$ cat src/rtl/divider32_pkg.sv
// divider32_pkg: op encoding, FSM states and sizing constants shared by the divider32 files
package divider32_pkg;
  localparam int XLEN = 32;
  localparam int DIV_ITER = 32;
  typedef enum logic [1:0] {OP_DIV = 2'b00, OP_DIVU = 2'b01, OP_REM = 2'b10, OP_REMU = 2'b11} op_e;
  typedef enum logic [1:0] {IDLE = 2'b00, CALC = 2'b01, DONE = 2'b10} state_e;
endpackage

$ cat src/rtl/divider32_subtractor32.sv
// subtractor32: a - b as a + ~b + 1 on fulladder32; borrow_o is the inverted carry
module subtractor32 (
  input  logic [31:0] a_i,
  input  logic [31:0] b_i,
  output logic [31:0] diff_o,
  output logic        borrow_o
);
  logic carry;
  fulladder32 u_add (.a_i(a_i), .b_i(~b_i), .carry_i(1'b1), .sum_o(diff_o), .carry_o(carry));
  assign borrow_o = ~carry;
endmodule

$ cat src/rtl/fulladder32.sv
// fulladder32: 32-bit ripple adder with carry in and carry out
module fulladder32 (
  input  logic [31:0] a_i,
  input  logic [31:0] b_i,
  input  logic        carry_i,
  output logic [31:0] sum_o,
  output logic        carry_o
);
  assign {carry_o, sum_o} = {1'b0, a_i} + {1'b0, b_i} + {32'd0, carry_i};
endmodule

$ cat src/rtl/divider32.sv
// divider32: 32-cycle restoring divider with valid/ready handshakes.
// DIVIDER32_SIGNED_EN enables signed DIV/REM; otherwise op_i[0] is ignored.
module divider32
  import divider32_pkg::*;
(
  input  logic            clk_i,
  input  logic            rst_ni,
  input  logic            req_valid_i,
  output logic            req_ready_o,
  input  logic [1:0]      op_i,
  input  logic [XLEN-1:0] dividend_i,
  input  logic [XLEN-1:0] divisor_i,
  output logic            res_valid_o,
  input  logic            res_ready_i,
  output logic [XLEN-1:0] result_o,
  output logic            busy_o
);
  state_e          state_q;
  logic [4:0]      cnt_q;
  logic            fix_q, rsel_q, take, borrow, dz, ovf, a_neg, b_neg;
  logic [XLEN-1:0] rem_q, quo_q, dvs_q, result_q, shl, diff, rem_d, quo_d, a_mag, b_mag, q_fix, r_fix;
  assign shl = {rem_q[XLEN-2:0], quo_q[XLEN-1]};
  subtractor32 u_sub (.a_i(shl), .b_i(dvs_q), .diff_o(diff), .borrow_o(borrow));
  // bit shifted out of rem makes the 33-bit trial non-negative regardless of borrow
  assign take  = rem_q[XLEN-1] | ~borrow;
  assign rem_d = take ? diff : shl;
  assign quo_d = {quo_q[XLEN-2:0], take};
  assign dz    = divisor_i == '0;
`ifdef DIVIDER32_SIGNED_EN
  logic qneg_q, rneg_q;
  assign a_neg = ~op_i[0] & dividend_i[XLEN-1];
  assign b_neg = ~op_i[0] & divisor_i[XLEN-1];
  assign ovf   = ~op_i[0] & (dividend_i == 32'h8000_0000) & (&divisor_i);
  assign q_fix = qneg_q ? -quo_q : quo_q;
  assign r_fix = rneg_q ? -rem_q : rem_q;
`else
  assign a_neg = 1'b0;
  assign b_neg = 1'b0;
  assign ovf   = 1'b0;
  assign q_fix = quo_q;
  assign r_fix = rem_q;
`endif
  assign a_mag = a_neg ? -dividend_i : dividend_i;
  assign b_mag = b_neg ? -divisor_i : divisor_i;
  always_ff @(posedge clk_i or negedge rst_ni) begin
    if (!rst_ni) begin
      state_q  <= IDLE;
      cnt_q    <= '0;
      fix_q    <= 1'b0;
      rsel_q   <= 1'b0;
      rem_q    <= '0;
      quo_q    <= '0;
      dvs_q    <= '0;
      result_q <= '0;
`ifdef DIVIDER32_SIGNED_EN
      qneg_q   <= 1'b0;
      rneg_q   <= 1'b0;
`endif
    end else begin
      case (state_q)
        IDLE: if (req_valid_i) begin
          rsel_q <= op_i[1];
          if (dz || ovf) begin
            state_q  <= DONE;
            result_q <= dz ? (op_i[1] ? dividend_i : '1) : (op_i[1] ? '0 : 32'h8000_0000);
          end else begin
            state_q <= CALC;
            cnt_q   <= '0;
            fix_q   <= 1'b0;
            rem_q   <= '0;
            quo_q   <= a_mag;
            dvs_q   <= b_mag;
`ifdef DIVIDER32_SIGNED_EN
            qneg_q  <= a_neg ^ b_neg;
            rneg_q  <= a_neg;
`endif
          end
        end
        CALC: if (fix_q) begin
          state_q  <= DONE;
          fix_q    <= 1'b0;
          result_q <= rsel_q ? r_fix : q_fix;
        end else begin
          rem_q <= rem_d;
          quo_q <= quo_d;
          cnt_q <= cnt_q + 5'd1;
          fix_q <= cnt_q == 5'(DIV_ITER - 1);
        end
        DONE: if (res_ready_i) begin
          state_q  <= IDLE;
          result_q <= '0;
        end
        default: state_q <= IDLE;
      endcase
    end
  end
  assign req_ready_o = state_q == IDLE;
  assign res_valid_o = state_q == DONE;
  assign busy_o      = state_q != IDLE;
  assign result_o    = result_q;
endmodule

$ cat config.mk
export PLATFORM = sky130hd
export DESIGN_NAME = divider32
export DESIGN_NICKNAME = d
export VERILOG_FILES = /design/src/rtl/divider32_pkg.sv /design/src/rtl/divider32_subtractor32.sv /design/src/rtl/fulladder32.sv /design/src/rtl/divider32.sv
export SDC_FILE = /design/constraint.sdc
export NUM_CORES = 1
export LEC_CHECK = 0
export ABC_CLOCK_PERIOD_IN_PS = 4700
export CAP_MARGIN = 20
export CORE_MARGIN = 2
export CORE_UTILIZATION = 40
export DETAILED_ROUTE_END_ITERATION = 8
export PLACE_DENSITY = 0.66
export SYNTH_ARGS = -nofsm -noshare
export SYNTH_HDL_FRONTEND = slang
export SYNTH_HIERARCHICAL = 1
export SYNTH_SLANG_ARGS = --single-unit
$ cat constraint.sdc
create_clock -name clk_i -period 4.7 [get_ports clk_i]
set_clock_uncertainty 0.15 [all_clocks]
set_input_delay 1.175 -clock clk_i [delete_from_list [all_inputs] [get_ports clk_i]]
set_output_delay 1.175 -clock clk_i [all_outputs]
set_load 0.01 [all_outputs]
Figure 1. Where the registers sit (run 1).
Drawn at 2 px/µm. Other sequential cells in the stronger gray, the rest of the logic in the fainter gray.
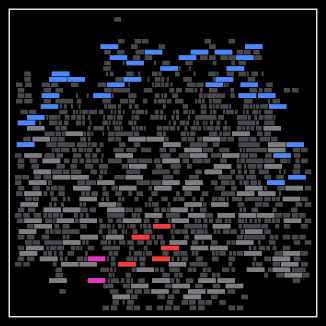
legend:
  magenta:
    name_in_the_netlist: state_q
    sequential_cells: 2
  red:
    name_in_the_netlist: cnt_q
    sequential_cells: 5
    where: bottom middle
  blue:
    name_in_the_netlist: dvs_q
    sequential_cells: 32
Core Util, Final: 49.55%
FF+latch area: 3430 µm²
sequential cell area share: 31.71%
sequential power: 2.20 mW

Figure 2. Routed metal, one color a layer (run 1).
Drawn at 2 px/µm.
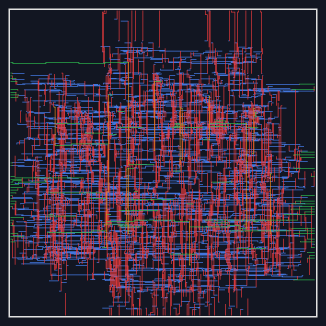
legend:
  red:
    layer: metal 2
    wire_length: 11,300 µm
  blue:
    layer: metal 1
    wire_length: 10,600 µm
  green:
    layer: metal 3
    wire_length: 895 µm
  orange:
    layer: metal 4
    wire_length: 447 µm
gr usage total: 20.16%
via count: 6,909

Figure 3. Gate families picked out (run 1).
Drawn at 2 px/µm.
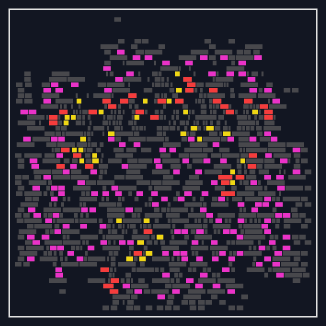
legend:
  red:
    family: adder and majority cells
    cells: 39
    most_used: ha_1
  magenta:
    family: multiplexers
    cells: 160
    most_used: mux2i_1
  yellow:
    family: AND-OR and OR-AND gates
    cells: 34
    most_used: a21o_1
Final Non-Filler Cells: 1,220
fraction of area in multi-input gates: 46.33%
commonest non-fill, non-tap cell in the layout: dfrtp_1

Figure 4. Port wiring (run 1).
Drawn at 3 px/µm.
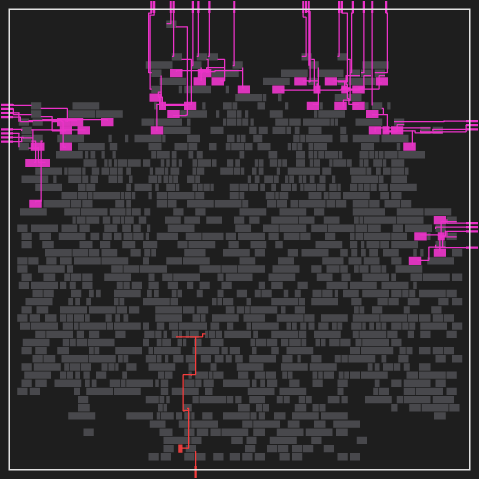
legend:
  magenta:
    port: divisor_i
    bits: 32
    direction: input
    edge: 17 top, 8 left, 7 right
    end_cells: 40
    buffers: 32
    wire: 1,040 µm
  red:
    port: busy_o
    bits: 1
    direction: output
    edge: bottom
    end_cells: 1
    buffers: 1
    wire: 63.7 µm
I/O pin total: 105
Port Buffer Count: 103

==> results.toml, run 1 <==
# synthesis and place-and-route metrics
[yosys]
synth-xor-area-share_pct = 2.762
ys.flops = 137
syn_area_um2 = 8879
yosys_warnings = 6
simple_gate_area_share_pct = 10.33
mux_area_share_pct = 18.97
ys_types = 69
fp_nets = 947
largest_area_cell = "dfrtp_1"
synthTopLogicFamily = "multiplexers"
synth.top_cells.by_count = "dfrtp_1, mux2i_1, mux2_2"
ys_cells = 838
ys_seq_share_pct = 38.61
ys_chip_area_um2 = 8879
ys_sh_aoi_pct = 18.53
synthAdderAreaFrac_pct = 5.665
ff_type = "dfrtp_1"
syn-mean-instance-area_um2 = 10.59
top_cells_by_area = "dfrtp_1, mux2i_1, mux2_2, ha_1, o2bb2ai_2"
synthCells = 838
synth-edff-count = 0
synth_top_area_share_pct = 38.61

[floorplan]
die_x_um = 153.0
fp_util_pct = 40.68
die_y_um = 153.0
die-area_um2 = 23400
core-area_um2 = 21820
row_count = 54

[cells_and_area]
combGateArea_um2 = 5010
drive_gt1_share_pct = 17.55
layout.nets = 1036

[worst_setup_path]
cp_data_required_time_ps = 4870
cp_common_cell = "fa_1"
cp.arrival_ps = 4440
path_max_fanout = 26
crit_start = "q_fix[31]$_DFFE_PN0P_"
crit_slowest_cell = "fa_1"
critPathMaxStageDelay_ps = 490
worstPathCellList = "fa_1 -> fa_1 -> a211oi_1 -> o21bai_2 -> o2111ai_2 -> a211oi_2 -> nor2_1 -> o41ai_2 -> a221o_1 -> inv_1 -> nor2b_4 -> buf_12 -> a21oi_1 -> mux2_1"
reg2reg_slack_ps = 430
rr_startpoint = "q_fix[31]$_DFFE_PN0P_"
crit_end = "q_fix[0]$_DFFE_PN0P_"
r2r_cells = 14
worst_setup_path_start_kind = "register"
end_kind = "register"
r2r-end = "q_fix[0]$_DFFE_PN0P_"

[hold_path]
min_path_cells = 1
min_path_type = "reg -> reg"
hold_end = "result_o[6]$_DFFE_PN0P_"

[final_timing]
tightest_slew_ps = 1024
fin_tns_setup_ps = 0
slew_headroom_pct = 31.76
hold_viol_final = 0
setup_slack_ps = 433.1
setup_viol = 0
slew_viol_final = 0
max_freq_mhz = 234.4
fin_crit_sh_pct = 90.78
fin_hold_ws_ps = 352.3

[pwr]
p_leak_nw = 4.915
powerDensity_nw_per_um2 = 730.3
power_mw = 7.898
irDropWorstVdd_mv = 0.3747

[clock_tree]
cts_sinks = 137
cts_made_buffers = 17
cts_tree = "done"
post_cts_buffers = 0
insertion_delay_ps = 440
clock_path_buffers = 2
htree_num_levels = 4
path_clk_slew_ps = 60
cts_hold_buf = 0
cts.repair.resized = 0

[status]
status = "complete, no violations"

[routing]
ant_nets = 0
drt_iter0_drc = 481
drc = 0
first_pass_iters = 5
routed_wl_um = 23220
wire_per_inst_um = 19.03

[placed_design]
preCtsSetupSlack_ps = 512.4
place_congestion = 0.8777
hpwl_um = 16400
dp_cells = 1187

[flow_run]
warnings = 30

[global_routing]
antenna_found_initial = 0
grt_pass1_wl_um = 37740
first_global_vias = 6993
grt_max_degree = 94
grt_overflow_total = 0
## run 1: report_power, final
group          leakage [nW]  switching [mW]  internal [mW]
sequential             1.72           0.490           1.71
combinational          2.90            2.25           2.00
clock                 0.293           0.557          0.890
total                  4.91            3.29           4.61
## run 1: metrics by stage
stage,util [%],area (µm²)
2_1_floorplan,-,8879
3_3_place_gp,46.62,10170
3_5_place_dp,46.62,10170
4_1_cts,49.48,10800
5_1_grt,49.55,10810
6_report,49.55,10810
## run 1: sequential cells by signal, summed over array words and instances, names as in the netlist
signal    count
state_q       2
cnt_q         5
rsel_q        1
q_fix        32
result_o     32
fix_q         1
dvs_q        32
r_fix        32
## run 1: cell type report
cell class                 count  area share [%]
multi-input combinational    609           46.33
sequential                   137           31.71
timing repair buffer         120           11.49
clock buffer                  18           3.969
tap                          280           3.240
clock inverter                14           1.805
inverter                      42           1.458
## run 1: routing by layer
layer  vias up  wire (µm)  track usage [%]  part of all wire [%]
met2       165      11310            32.99                    49
met4         0        447            6.526                   1.9
met3        36        894            3.856                   3.9
met1      3430      10570            27.04                    46
li1       3278          -                -                     -
met5         -          0                0                     0
## run 1: cells in the final DEF, fill, tap and decap left out, types with 15 or more instances in the layout
cell type        netlist  routed
clkdlybuf4s50_1        0     102
nand3_1               38      38
dfrtp_1              137     136
nand2_1               31      31
inv_1                 42      42
nor2_1                21      21
nor2b_1               36      35
a21oi_1               35      35
o21ai_0               48      48
o2bb2ai_2             30      30
o22ai_1               34      34
clkbuf_16              0      17
mux2i_1               94      94
a21o_1                15      15
mux2_2                62      62
ha_1                  37      36
## run 1: worst max-delay path, delay by kind of cell (launching register included)
family	cells	cell delay, ps
AND-OR/OR-AND	7	1440
adder cells (fa/ha/maj)	2	930
AND/OR/NAND/NOR	2	540
flip-flops	1	440
buffers and inverters	2	340
multiplexers	1	290
==> inputs of run 2 (changes only) <==
Settings changed: ABC_CLOCK_PERIOD_IN_PS 4700 to 3890, PLACE_DENSITY 0.66 to 0.69, RECOVER_POWER from default to 100.
Clock period 4.7 ns to 3.89 ns, I/O delays scaled along.
Figure 5. Port wiring (run 2).
Drawn at 3 px/µm.
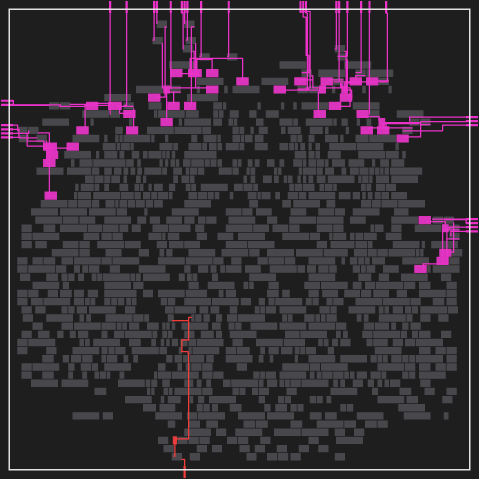
legend:
  red:
    port: busy_o
    bits: 1
    direction: output
    edge: bottom
    end_cells: 1
    buffers: 1
    wire: 66.2 µm
  magenta:
    port: divisor_i
    bits: 32
    direction: input
    edge: 19 top, 7 right, 6 left
    end_cells: 40
    buffers: 32
    wire: 1,090 µm

==> run 2 against run 1 <==
  * The flow now finishes with violations (max-capacitance violations, max-slew violations)
  * Routed wire length grew 0.31%
  * Worst hold slack lost 7.4 ps
  * Via count grew 0.29%
  * Die area is the same
  * Core utilization grew 0.48 points
  * Setup slack lost 270 ps
  * Critical endpoint is now q_fix[17]$_DFFE_PN0P_
  * Largest cell class unchanged
==> results.toml, run 2 <==
# synthesis and place-and-route metrics
[worst_setup_path]
path_max_fanout = 15
end_kind = "register"
worst_setup_path_start_kind = "primary input"
critPathMaxStageDelay_ps = 570
cp_data_required_time_ps = 4040
crit_slowest_cell = "dlygate4sd3_1"
cp.buffers_inverters = 3
cp.arrival_ps = 3880
cpLargestDelayFamily = "buffers and inverters"
r2r_cells = 15
rr_startpoint = "q_fix[31]$_DFFE_PN0P_"
cp_common_cell = "o21ai_0"
reg2reg_slack_ps = 170
r2r-end = "q_fix[0]$_DFFE_PN0P_"

[routing]
vias = 6929
ant_nets = 0
wire_per_inst_um = 18.93
first_pass_iters = 6
routed_wl_um = 23290
top_layer_used = "met4"
wl_met3_um = 1014
drt-met1-wl_um = 10280

[final_timing]
max_freq_mhz = 268.4
fin_hold_ws_ps = 344.9
slew_viol_final = 69
fin_crit_sh_pct = 95.79
tightest_slew_ps = 1744
setup_slack_ps = 163.8

[cells_and_area]
fin_util_pct = 50.03
largest_class = "logic gates"
nNonClkBuffers = 130
combGateArea_um2 = 5027
area_share_nonclk_buffers_pct = 11.88
clkCellAreaFrac_pct = 6.027
num-multi-input-gates = 609
fin_area_um2 = 10920
layout_top_cell = "dfrtp_1"
comb_share_pct = 46.04
layout.nets = 1046
inverters = 42
seq_area_share_pct = 31.40
seqCellArea_um2 = 3428
layout.cells.most_common_list = "dfrtp_1, mux2i_1, clkdlybuf4s50_1"

[yosys]
ys_seq_share_pct = 38.61
ys.flops = 137
ys_cells = 838
synth-edff-count = 0
yosys_warnings = 6
fp_nets = 947
largest_area_cell = "dfrtp_1"
top_cells_by_area = "dfrtp_1, mux2i_1, mux2_2, ha_1, o2bb2ai_2"
synth_top_area_share_pct = 38.61
ff_type = "dfrtp_1"
ys_chip_area_um2 = 8879

[global_routing]
grt_use_met1_pct = 26.67
grt_busiest_layer = "met2"
first_global_vias = 7024
grtUsageMet3_pct = 3.516

[pwr]
powerDensity_nw_per_um2 = 879.7
power_mw = 9.606
p_leak_nw = 4.982
irDropWorstVdd_mv = 0.4237

[placed_design]
dp_cells = 1196
hpwl_um = 16610
preCtsSetupSlack_ps = 24.56
place_area_um2 = 10270
port-buffer-count = 103

[clock_tree]
path_clk_slew_ps = 60
cts_tree = "done"
insertion_delay_ps = 430
htree_num_levels = 4
clock_path_buffers = 2

[flow_run]
cap_violations = 1
warnings = 32

[floorplan]
die-area_um2 = 23400
row_count = 54
fp_util_pct = 40.68
taps = 280
core-area_um2 = 21820
die_x_um = 153.0
die_y_um = 153.0

[status]
status = "finished, violations left"
violations = "max-capacitance violations, max-slew violations"

[hold_path]
min_path_type = "reg -> reg"
hold_end = "result_o[2]$_DFFE_PN0P_"
Figure 6. Clock nets (run 2).
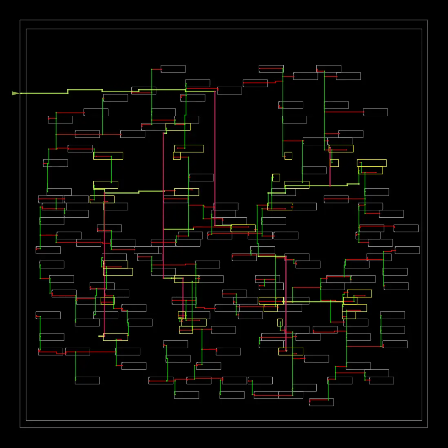
seq_cells: 137
# clk buffers: 22

run 2: netlist changes by cell type in the layout (fill, tap and decap cells not counted), moves of 2 or more:
cell,before,now
dlygate4sd3_1,0,37
fa_2,0,2
clkbuf_1,1,4
mux2i_2,0,2
clkbuf_2,0,4
clkdlybuf4s50_1,102,65
fa_1,2,0
o21ai_0,48,50
o21ai_2,2,0
clkbuf_8,0,5
inv_6,3,0
mux2i_1,94,91
and2_0,0,2
run 2: kinds of logic after synthesis:
family	share of synthesized area, %
other	0.04224
AND-OR/OR-AND	18.53
buffers and inverters	5.087
flip-flops	38.61
AND/OR/NAND/NOR	10.33
multiplexers	18.97
XOR/XNOR	2.762
adder cells (fa/ha/maj)	5.665
run 2: where the power goes:
part	internal (mW)	total [mW]	switching (mW)
Clock	1.16	1.80	0.640
Sequential	2.07	2.59	0.526
Combinational	2.42	5.21	2.79
Total	5.65	9.61	3.96
run 2: worst max path at each step:
stage                          start               endpoint  slack, ps  cells after the start
2_1_floorplan  q_fix[31]$_DFFE_PN0P_  r_fix[10]$_DFFE_PN0P_       -150                     15
3_3_place_gp   q_fix[31]$_DFFE_PN0P_   r_fix[5]$_DFFE_PN0P_        100                     14
3_5_place_dp   q_fix[31]$_DFFE_PN0P_   r_fix[7]$_DFFE_PN0P_         20                     14
4_1_cts        q_fix[31]$_DFFE_PN0P_  r_fix[12]$_DFFE_PN0P_         -8                     14
5_1_grt        q_fix[31]$_DFFE_PN0P_  r_fix[25]$_DFFE_PN0P_          3                     15
6_report                divisor_i[0]  q_fix[17]$_DFFE_PN0P_        160                      8
run 2: timing repair:
item | CTS | global route
setup buffers | 0 | 1
pin swaps | 0 | 2
cloned | 0 | 1
hold buffers | 0 | 0
gates resized | 0 | 11
hold endpoints to repair | 0 | 0
setup endpoints to repair | 2 | 33
Power figures rest on the tool's default switching activity, not on a simulated workload.
